**src/rtl/pixel_pack_writer.sv**
```systemverilog
// -----------------------------------------------------------------------------
// pixel_pack_writer
//
// Packs a stream of 4-bit pixels into memory rows (DATA_WIDTH/4 pixels per
// row) and writes each full row, or the final partial row of a frame, to SRAM
// using the csb/we/addr handshake shared with the 4-bit pixel reader.
// Pixel i of a frame lands at row base_addr + i/16, bits [4k+3:4k], k = i%16.
//
// Optional feature macro: PIXEL_PACK_BYTE_MASK_EN
//   defined   : partial rows enable only the bytes that hold written nibbles
//   undefined : every write uses an all-ones byte mask
//
// Ports
//   clock          in   single clock, rising edge
//   rst            in   asynchronous active-high reset
//   start          in   begins a frame (honoured in IDLE only)
//   base_addr      in   first row address, sampled on accepted start
//   pix            in   4-bit pixel
//   pix_valid      in   pixel qualifier
//   pix_ready      out  block can accept a pixel (FILL state)
//   flush          in   end of frame: write any partial row, then finish
//   data_ready_mem in   memory acknowledges the current write
//   csb            out  chip select, active low
//   we             out  write enable, active high
//   addr           out  row address
//   data_in        out  row write data
//   wmask          out  byte write mask
//   busy           out  state is not IDLE
//   done           out  one-cycle pulse at frame end
//   row_count      out  rows written since the last start (saturating)
// -----------------------------------------------------------------------------
module pixel_pack_writer #(
  parameter int DATA_WIDTH = 64,
  parameter int ADDR_WIDTH = 11,
  parameter int NUM_WMASKS = DATA_WIDTH / 8
) (
  input  logic                  clock,
  input  logic                  rst,
  input  logic                  start,
  input  logic [ADDR_WIDTH-1:0] base_addr,
  input  logic [3:0]            pix,
  input  logic                  pix_valid,
  output logic                  pix_ready,
  input  logic                  flush,
  input  logic                  data_ready_mem,
  output logic                  csb,
  output logic                  we,
  output logic [ADDR_WIDTH-1:0] addr,
  output logic [DATA_WIDTH-1:0] data_in,
  output logic [NUM_WMASKS-1:0] wmask,
  output logic                  busy,
  output logic                  done,
  output logic [ADDR_WIDTH:0]   row_count
);

  localparam int NIBBLES = DATA_WIDTH / 4;
  localparam int IW      = $clog2(NIBBLES);
  localparam int CW      = IW + 1;  // count must reach NIBBLES

  localparam logic [1:0] ST_IDLE  = 2'd0;
  localparam logic [1:0] ST_FILL  = 2'd1;
  localparam logic [1:0] ST_WRITE = 2'd2;
  localparam logic [1:0] ST_DONE  = 2'd3;

  logic [1:0]               state;
  logic [NIBBLES-1:0][3:0]  buf_q;
  logic [NIBBLES-1:0][3:0]  buf_next;
  logic [CW-1:0]            count;
  logic [CW-1:0]            count_next;
  logic [ADDR_WIDTH-1:0]    ptr;
  logic                     flush_pending;
  logic                     xfer;
  logic                     row_full;
  logic [NUM_WMASKS-1:0]    wmask_next;

  // Handshake outputs are pure decodes of the registered state, so no input
  // reaches them combinationally.
  assign pix_ready = (state == ST_FILL);
  assign busy      = (state != ST_IDLE);
  assign xfer      = pix_valid && pix_ready;

  // Buffer and count as they will be after this cycle's transfer. The row
  // launched into WRITE must include a pixel accepted on the same edge.
  always_comb begin
    // NOTE: every variable gets a default before any conditional update so
    // no path leaves it unassigned, which would infer a latch.
    buf_next   = buf_q;
    count_next = count;
    if (xfer) begin
      buf_next[count[IW-1:0]] = pix;
      count_next              = count + CW'(1);
    end
  end

  assign row_full = (count_next == CW'(NIBBLES));

`ifdef PIXEL_PACK_BYTE_MASK_EN
  // Byte b holds nibbles 2b and 2b+1; it is enabled once nibble 2b is written.
  always_comb begin
    wmask_next = '0;
    for (int b = 0; b < NUM_WMASKS; b++) begin
      if ((2 * b) < int'(count_next)) wmask_next[b] = 1'b1;
    end
  end
`else
  // Partial rows overwrite the whole memory row; unwritten nibbles are zero.
  assign wmask_next = '1;
`endif

  always_ff @(posedge clock or posedge rst) begin
    if (rst) begin
      // NOTE: the pixel buffer is a small register array, not a RAM, and is
      // reset so that a frame abandoned by reset can never leak into the next.
      state         <= ST_IDLE;
      buf_q         <= '0;
      count         <= '0;
      ptr           <= '0;
      flush_pending <= 1'b0;
      csb           <= 1'b1;
      we            <= 1'b0;
      addr          <= '0;
      data_in       <= '0;
      wmask         <= '0;
      done          <= 1'b0;
      row_count     <= '0;
    end else begin
      // NOTE: non-blocking assignments throughout, so every register here
      // updates from the values present before this edge.
      done <= 1'b0;

      case (state)
        ST_IDLE: begin
          if (start) begin
            ptr           <= base_addr;
            buf_q         <= '0;
            count         <= '0;
            row_count     <= '0;
            flush_pending <= 1'b0;
            state         <= ST_FILL;
          end
        end

        ST_FILL: begin
          buf_q <= buf_next;
          count <= count_next;
          if (row_full || (flush && (count_next != '0))) begin
            // A flush seen with the 16th pixel still writes the full row
            // first, then ends the frame.
            flush_pending <= flush;
            state         <= ST_WRITE;
            csb           <= 1'b0;
            we            <= 1'b1;
            addr          <= ptr;
            data_in       <= buf_next;
            wmask         <= wmask_next;
          end else if (flush) begin
            // Empty flush: nothing buffered, finish without a write.
            state <= ST_DONE;
            done  <= 1'b1;
          end
        end

        ST_WRITE: begin
          // csb/we/addr/data_in/wmask are held until the acknowledge edge.
          if (data_ready_mem) begin
            ptr           <= ptr + ADDR_WIDTH'(1);  // wraps modulo 2^ADDR_WIDTH
            if (row_count != '1) row_count <= row_count + (ADDR_WIDTH + 1)'(1);
            buf_q         <= '0;
            count         <= '0;
            csb           <= 1'b1;
            we            <= 1'b0;
            flush_pending <= 1'b0;
            if (flush_pending || flush) begin
              state <= ST_DONE;
              done  <= 1'b1;
            end else begin
              state <= ST_FILL;
            end
          end else if (flush) begin
            flush_pending <= 1'b1;
          end
        end

        ST_DONE: begin
          state <= ST_IDLE;
        end

        default: begin
          state <= ST_IDLE;
        end
      endcase
    end
  end

endmodule
```
**config.mk**
```make
export PLATFORM = sky130hd
export DESIGN_NAME = pixel_pack_writer
export DESIGN_NICKNAME = d
export VERILOG_FILES = /design/src/rtl/pixel_pack_writer.sv
export SDC_FILE = /design/constraint.sdc
export NUM_CORES = 1
export LEC_CHECK = 0
export ABC_AREA = 1
export CELL_PAD_IN_SITES_DETAIL_PLACEMENT = 0
export CELL_PAD_IN_SITES_GLOBAL_PLACEMENT = 1
export CORE_AREA = 2 2 156 158
export CTS_CLUSTER_DIAMETER = 30
export DETAILED_ROUTE_END_ITERATION = 16
export DIE_AREA = 0 0 158 160
export PLACE_DENSITY = 0.72
export SYNTH_ARGS = -nofsm -noshare
export SYNTH_HDL_FRONTEND = slang
export SYNTH_SLANG_ARGS = --single-unit
```
**constraint.sdc**
```tcl
create_clock -name clock -period 5.5 [get_ports clock]
set_input_delay 0.825 -clock clock [delete_from_list [all_inputs] [get_ports clock]]
set_output_delay 0.825 -clock clock [all_outputs]
set_load 0.01 [all_outputs]
```
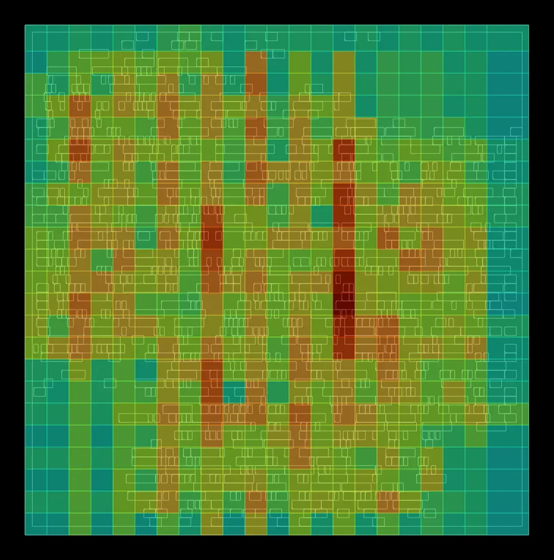
(run_1/congestion_map.png)
GRT Resource Usage Total: 0.156
met1 Track Usage GR: 0.229
Top Usage Layer GRT: met2
met2 Track Usage GR: 0.230
wire per inst: 14.0 um

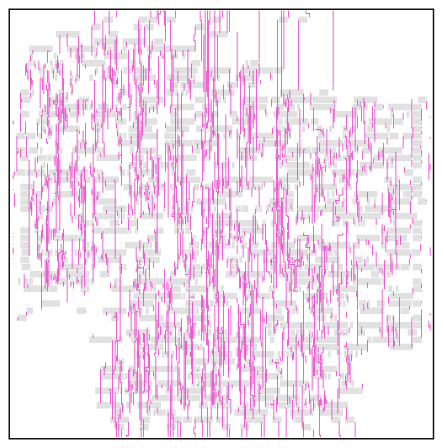
(run_1/m2.png)
longest straight run: 49.4 um
main direction: vertical
nets with wire on the layer: 790
share of all routed wire: 45%
wire length on this layer: 8670 um
via count: 6376
Routed WL: 19200 um

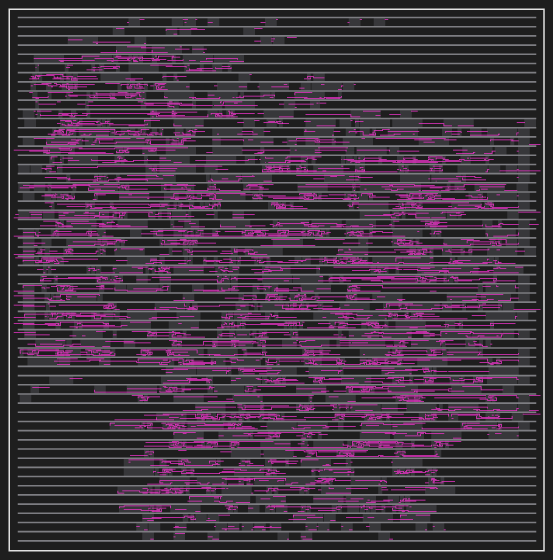
(run_1/m1.png)
Supply wires on this layer in grey.
wire length on this layer: 9490 um
nets with wire on the layer: 961
main direction: horizontal
longest straight run: 40.0 um

==> flow_summary.ini, run 1 <==
; flow metrics
[detailed_routing]
met3_length_um = 842
firstDrtPassIters = 7
vias_per_cell = 4.64
drtIter0Drc = 397
wirelength_met1_um = 9490
drc = 0

[worst_setup_path]
r2r_slack_ps = 2160
worstSetupPathType = reg -> reg
cpMostUsedCell = buf_4
cpPeakStageDelay_ps = 610
cp_top_family = buffers and inverters
reg2reg_depth = 11
r2r_start = state[0]$_DFFE_PP0P_
worst-path-buf-inv = 6
rr_endpoint = buf_q[31]$_DFFE_PP0P_
crit_path_cell_trace = inv_1 -> ha_1 -> buf_4 -> clkinv_2 -> or2_4 -> inv_1 -> nor2_4 -> buf_4 -> nand2_2 -> buf_4 -> o22ai_1
slowest_stage = buf_4
required_ps = 5760
endpoint = buf_q[31]$_DFFE_PP0P_
setup.worst_path.start = state[0]$_DFFE_PP0P_
arrival_ps = 3600
end_kind = register

[power]
comb_power_uw = 1820
p_sw_frac = 0.366
intPower_uw = 3070
p_leak_uw = 0.00469
combinationalPowerShare = 0.375
ir_worst_vdd_uv = 194
power_density_nw_per_um2 = 478
pwr-share-seq = 0.368
p_clk_frac = 0.257
p_clk_uw = 1240

[die]
die_w_um = 158
floorplan.core_util = 0.343
tap_cells = 324
dieArea_sq_um = 25300
die.size.y_um = 160
io_pins = 121

[sta]
final_max_slew_viol_count = 0
period_used_share = 0.607
timing.hold.ws_ps = 470
fin_ws_ps = 2160
finClkSkew_ps = 10.2
tightest_slew_ps = 982
max_freq_ghz = 0.300
min_period_ps = 3340
setup_viol = 0
hold_viol = 0
max_slew_margin = 0.345

[finish]
clock_area_frac = 0.0598
final_area_sq_um = 10100
nClkBuffers = 19
diodes = 0
logic_gate_count = 607
seq_area_frac = 0.430
ff_count = 174
buffers_excl_clock = 125
fillerInstances = 2396
top_regs = buf_q x64, data_in x64, row_count x12
most-common-layout-cells = nand2_1 (236), dfrtp_1 (173), clkdlybuf4s50_1 (120)
dominant_cells = flip-flops and latches
comb_area_frac = 0.304
layout_top_cell = nand2_1
final_cells = 1373
final_nets = 1067
register_area_sq_um = 4360

[hold_path]
hold-path-cell-count = 2
hold_class = reg -> reg
min_from = csb$_DFFE_PP1P_
whs_endpoint = csb$_DFFE_PP1P_

[logic_synthesis]
ys_warn_count = 0
top_area_frac = 0.530
yosys-top-cells-count = nand2_1 (237), dfrtp_1 (173), o21ai_0 (116)
syn_inst = 942
ys_sh_xor = 0.00429
yosys_area_sq_um = 8170
edf_count = 0
compound_area_frac = 0.182
yosysCellCount = 942
synth_top_flop_cell = dfrtp_1
synth.distinct_cells = 37
ys_sh_adder = 0.0153
async_reset_ff_frac = 1.00
yosysTopAreaCell = dfrtp_1
numSynthFlops = 174

[cts]
cts-htree-levels = 4
cts_tree = yes
clk_latency_ps = 430
cts.clk_slew.worst_paths_ps = 70
cts_num_sinks = 174
clockBufferDepth = 2
cts_hold_buffers = 0
cts-resized-gates = 0

[placement]
port_buffers = 120
dpl.hpwl_um = 12400
dp.cells = 1341

[global_route]
grt_use_met3 = 0.0388
globalRouteOverflowTotal = 0
grt_max_degree = 173
grt_pass1_wl_um = 31400
antenna_found_initial = 1

[run]
maxCapViolations = 0

[outcome]
status = completed
==> run 2: changes to the inputs <==
clock period = 3 ns   (was 5.5 ns; I/O delays follow)
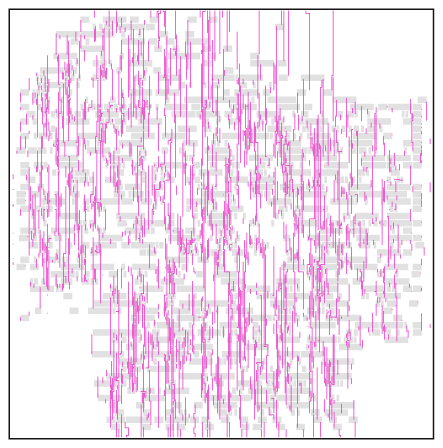
(run_2/m2.png)
longest straight run: 43.2 um
nets with wire on the layer: 822
met2 Track Usage GR: 0.254
via count: 6513
Routed WL: 20000 um

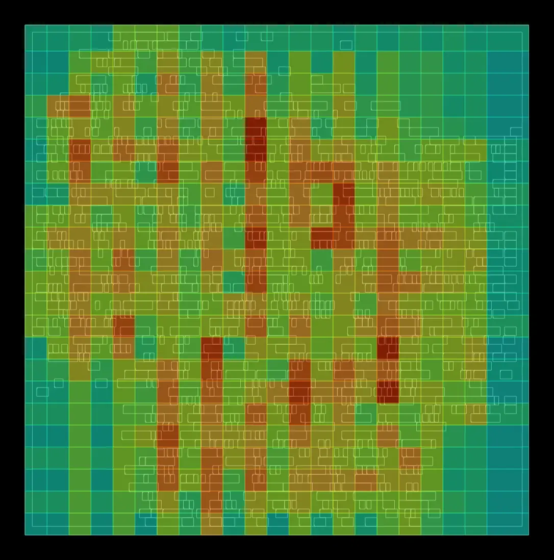
(run_2/congestion_map.png)
GRT Resource Usage Total: 0.166
met3 usage: 0.0456
wire per inst: 14.5 um

==> flow_summary.ini, run 2 <==
; flow metrics
[outcome]
status = completed

[detailed_routing]
firstDrtPassIters = 5
drc = 0
wirelength_met1_um = 9650
drtIter0Drc = 444

[power]
p_clk_uw = 2230
finalPower_uw = 8940
power_density_nw_per_um2 = 876
p_leak_uw = 0.00474
intPower_uw = 5660
ir_worst_vdd_uv = 376
comb_power_uw = 3440
p_sw_frac = 0.366

[global_route]
antenna_found_initial = 1
grt_pass1_wl_um = 33600
grt_max_degree = 73
globalRouteOverflowTotal = 0
top_usage_layer = met2
grt.met1_usage = 0.237

[finish]
layout_top_cell = nand2_1
final_area_sq_um = 10200
final_nets = 1078
logic_gate_count = 607
clock_area_frac = 0.0562
top_regs = buf_q x64, data_in x64, row_count x12
dominant_cells = flip-flops and latches
diodes = 0
nClkBuffers = 24
buffers_excl_clock = 136
register_area_sq_um = 4360
most-common-layout-cells = nand2_1 (236), dfrtp_1 (173), clkdlybuf4s50_1 (120)
comb_area_frac = 0.301
ff_count = 174

[hold_path]
hold_class = in -> async

[die]
die.size.y_um = 160
die_w_um = 158
tap_cells = 324
dieArea_sq_um = 25300
floorplan.core_util = 0.343

[logic_synthesis]
ys_sh_adder = 0.0153
yosysTopAreaCell = dfrtp_1
compound_area_frac = 0.182
yosysCellCount = 942
synth.distinct_cells = 37
ys_warn_count = 0
edf_count = 0
yosys_area_sq_um = 8170
top_area_frac = 0.530
yosys-top-cells-count = nand2_1 (237), dfrtp_1 (173), o21ai_0 (116)
numSynthFlops = 174
ys_sh_xor = 0.00429

[worst_setup_path]
setup.worst_path.start = state[1]$_DFFE_PP0P_
r2r_slack_ps = 690
cp_top_family = buffers and inverters
worstSetupPathType = reg -> out
reg2reg_depth = 13
endpoint = pix_ready
slowest_stage = clkdlybuf4s50_1
crit_path_cell_trace = inv_1 -> ha_1 -> buf_4 -> clkdlybuf4s50_1
arrival_ps = 2080
required_ps = 2550
r2r_start = state[1]$_DFFE_PP0P_
worst-path-buf-inv = 3
cpPeakStageDelay_ps = 620

[cts]
cts-htree-levels = 4
cts_tree = yes
cts_hold_buffers = 0
cts-resized-gates = 0
cts_num_sinks = 174
clk_latency_ps = 440
clockBufferDepth = 2
cts.clk_slew.worst_paths_ps = 70

[run]
maxCapViolations = 0

[sta]
timing.hold.ws_ps = 464
final_max_slew_viol_count = 0
max_freq_ghz = 0.396
max_slew_margin = 0.437
fin_ws_ps = 472
hold_viol = 0
tightest_slew_ps = 842
min_period_ps = 2530
setup_viol = 0
finClkSkew_ps = 12.4
period_used_share = 0.843

[placement]
placed_area_sq_um = 9630
dpl.hpwl_um = 13300
port_buffers = 120
==> run 3: changes to the inputs <==
PLACE_DENSITY = 0.69   (was 0.72)
clock period = 2.4 ns   (was 3 ns; I/O delays follow)
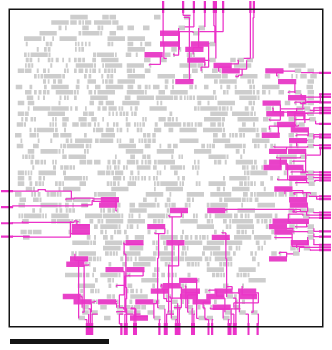
(run_3/port_trees.png)
The bar under the picture is 50 um long.
| colour | port | bits | direction | edge | end cells | buffers | wire |
|---|---|---|---|---|---|---|---|
| magenta | data_in | 64 | output | 26 east, 25 south, 9 north, 4 west | 64 | 64 | 1940 um |
IO Count: 121
port buffer count: 120

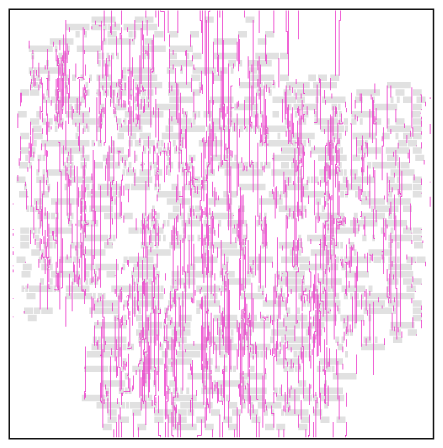
(run_3/m2.png)
longest straight run: 60.0 um
wire length on this layer: 9830 um
nets with wire on the layer: 839
main direction: vertical
share of all routed wire: 47%
Routed WL: 20800 um
met2 Track Usage GR: 0.264

==> flow_summary.ini, run 3 <==
; flow metrics
[worst_setup_path]
worst-path-buf-inv = 1
required_ps = 2680
path_depth = 7
crit_path_cell_trace = inv_1 -> ha_4 -> nand2_4 -> nor2_1 -> nand2_1 -> o21ai_0 -> o22ai_1
reg2reg_depth = 7
cpPeakStageDelay_ps = 420
slowest_stage = dfrtp_1
rr_endpoint = buf_q[51]$_DFFE_PP0P_
cp_top_family = simple AND/OR/NAND/NOR gates
end_kind = register
setup.worst_path.start = state[1]$_DFFE_PP0P_
arrival_ps = 2490
r2r_slack_ps = 190
r2r_start = state[1]$_DFFE_PP0P_
endpoint = buf_q[51]$_DFFE_PP0P_
worstSetupPathType = reg -> reg

[power]
finalPower_uw = 11500
comb_power_uw = 4490
ir_worst_vdd_uv = 508
combinationalPowerShare = 0.392
p_clk_frac = 0.251
pwr-share-seq = 0.357
p_sw_frac = 0.367
p_leak_uw = 0.00488
power_density_nw_per_um2 = 1100
power_leader = combinational cells
p_clk_uw = 2880
intPower_uw = 7260

[global_route]
grt_max_degree = 73
grt_usage = 0.168
grt_pass1_wl_um = 33600
top_usage_layer = met2
globalRouteOverflowTotal = 0
grt_use_met3 = 0.0434
grt.met1_usage = 0.234
antenna_found_initial = 0

[finish]
ff_count = 174
top_regs = buf_q x64, data_in x64, row_count x12
final_cells = 1400
diodes = 0
clock_area_frac = 0.0581
fillerInstances = 2416
buffers_excl_clock = 152
layout_top_cell = nand2_1
final_nets = 1094
final_area_sq_um = 10500
most-common-layout-cells = nand2_1 (236), dfrtp_1 (172), clkdlybuf4s50_1 (118)
dominant_cells = flip-flops and latches
register_area_sq_um = 4360
seq_area_frac = 0.417
finish.utilization = 0.439
nClkBuffers = 20
logic_gate_count = 607
comb_area_frac = 0.296

[detailed_routing]
vias = 6668
vias_per_cell = 4.76
wire_per_inst_um = 14.9
drtIter0Drc = 371
met3_length_um = 1050
wirelength_met1_um = 9820
drc = 0
firstDrtPassIters = 7

[logic_synthesis]
edf_count = 0
synth_top_flop_cell = dfrtp_1
synth_area_sq_um = 8170
yosys-top-cells-count = nand2_1 (237), dfrtp_1 (173), o21ai_0 (116)
async_reset_ff_frac = 1.00
yosysCellCount = 942
yosysTopAreaCell = dfrtp_1
syn_inst = 942
compound_area_frac = 0.182
ys_warn_count = 0
ys_sh_adder = 0.0153
synth.distinct_cells = 37
top_area_frac = 0.530
ys_sh_xor = 0.00429
yosys_area_sq_um = 8170
numSynthFlops = 174

[cts]
cts-root-buf = clkbuf_16
cts.clk_slew.worst_paths_ps = 70
cts_hold_buffers = 0
cts_num_sinks = 174
cts-htree-levels = 4
cts_tree = yes
clockBufferDepth = 2
cts-resized-gates = 2
clk_latency_ps = 430

[sta]
period_used_share = 0.921
tightest_slew_ps = 620
timing.hold.ws_ps = 274
final_max_slew_viol_count = 0
max_freq_ghz = 0.453
fin_ws_ps = 191
hold_viol = 0
max_slew_margin = 0.585
setup_viol = 0
finClkSkew_ps = 15.7
min_period_ps = 2210

[die]
die_w_um = 158
dieArea_sq_um = 25300
die.size.y_um = 160
tap_cells = 324
floorplan.core_util = 0.343

[hold_path]
hold_class = in -> async

[placement]
dp.cells = 1366
placed_area_sq_um = 9760
dpl.hpwl_um = 13600

[outcome]
status = completed

[run]
maxCapViolations = 0
Power figures rest on the tool's default switching activity, not on a simulated workload.
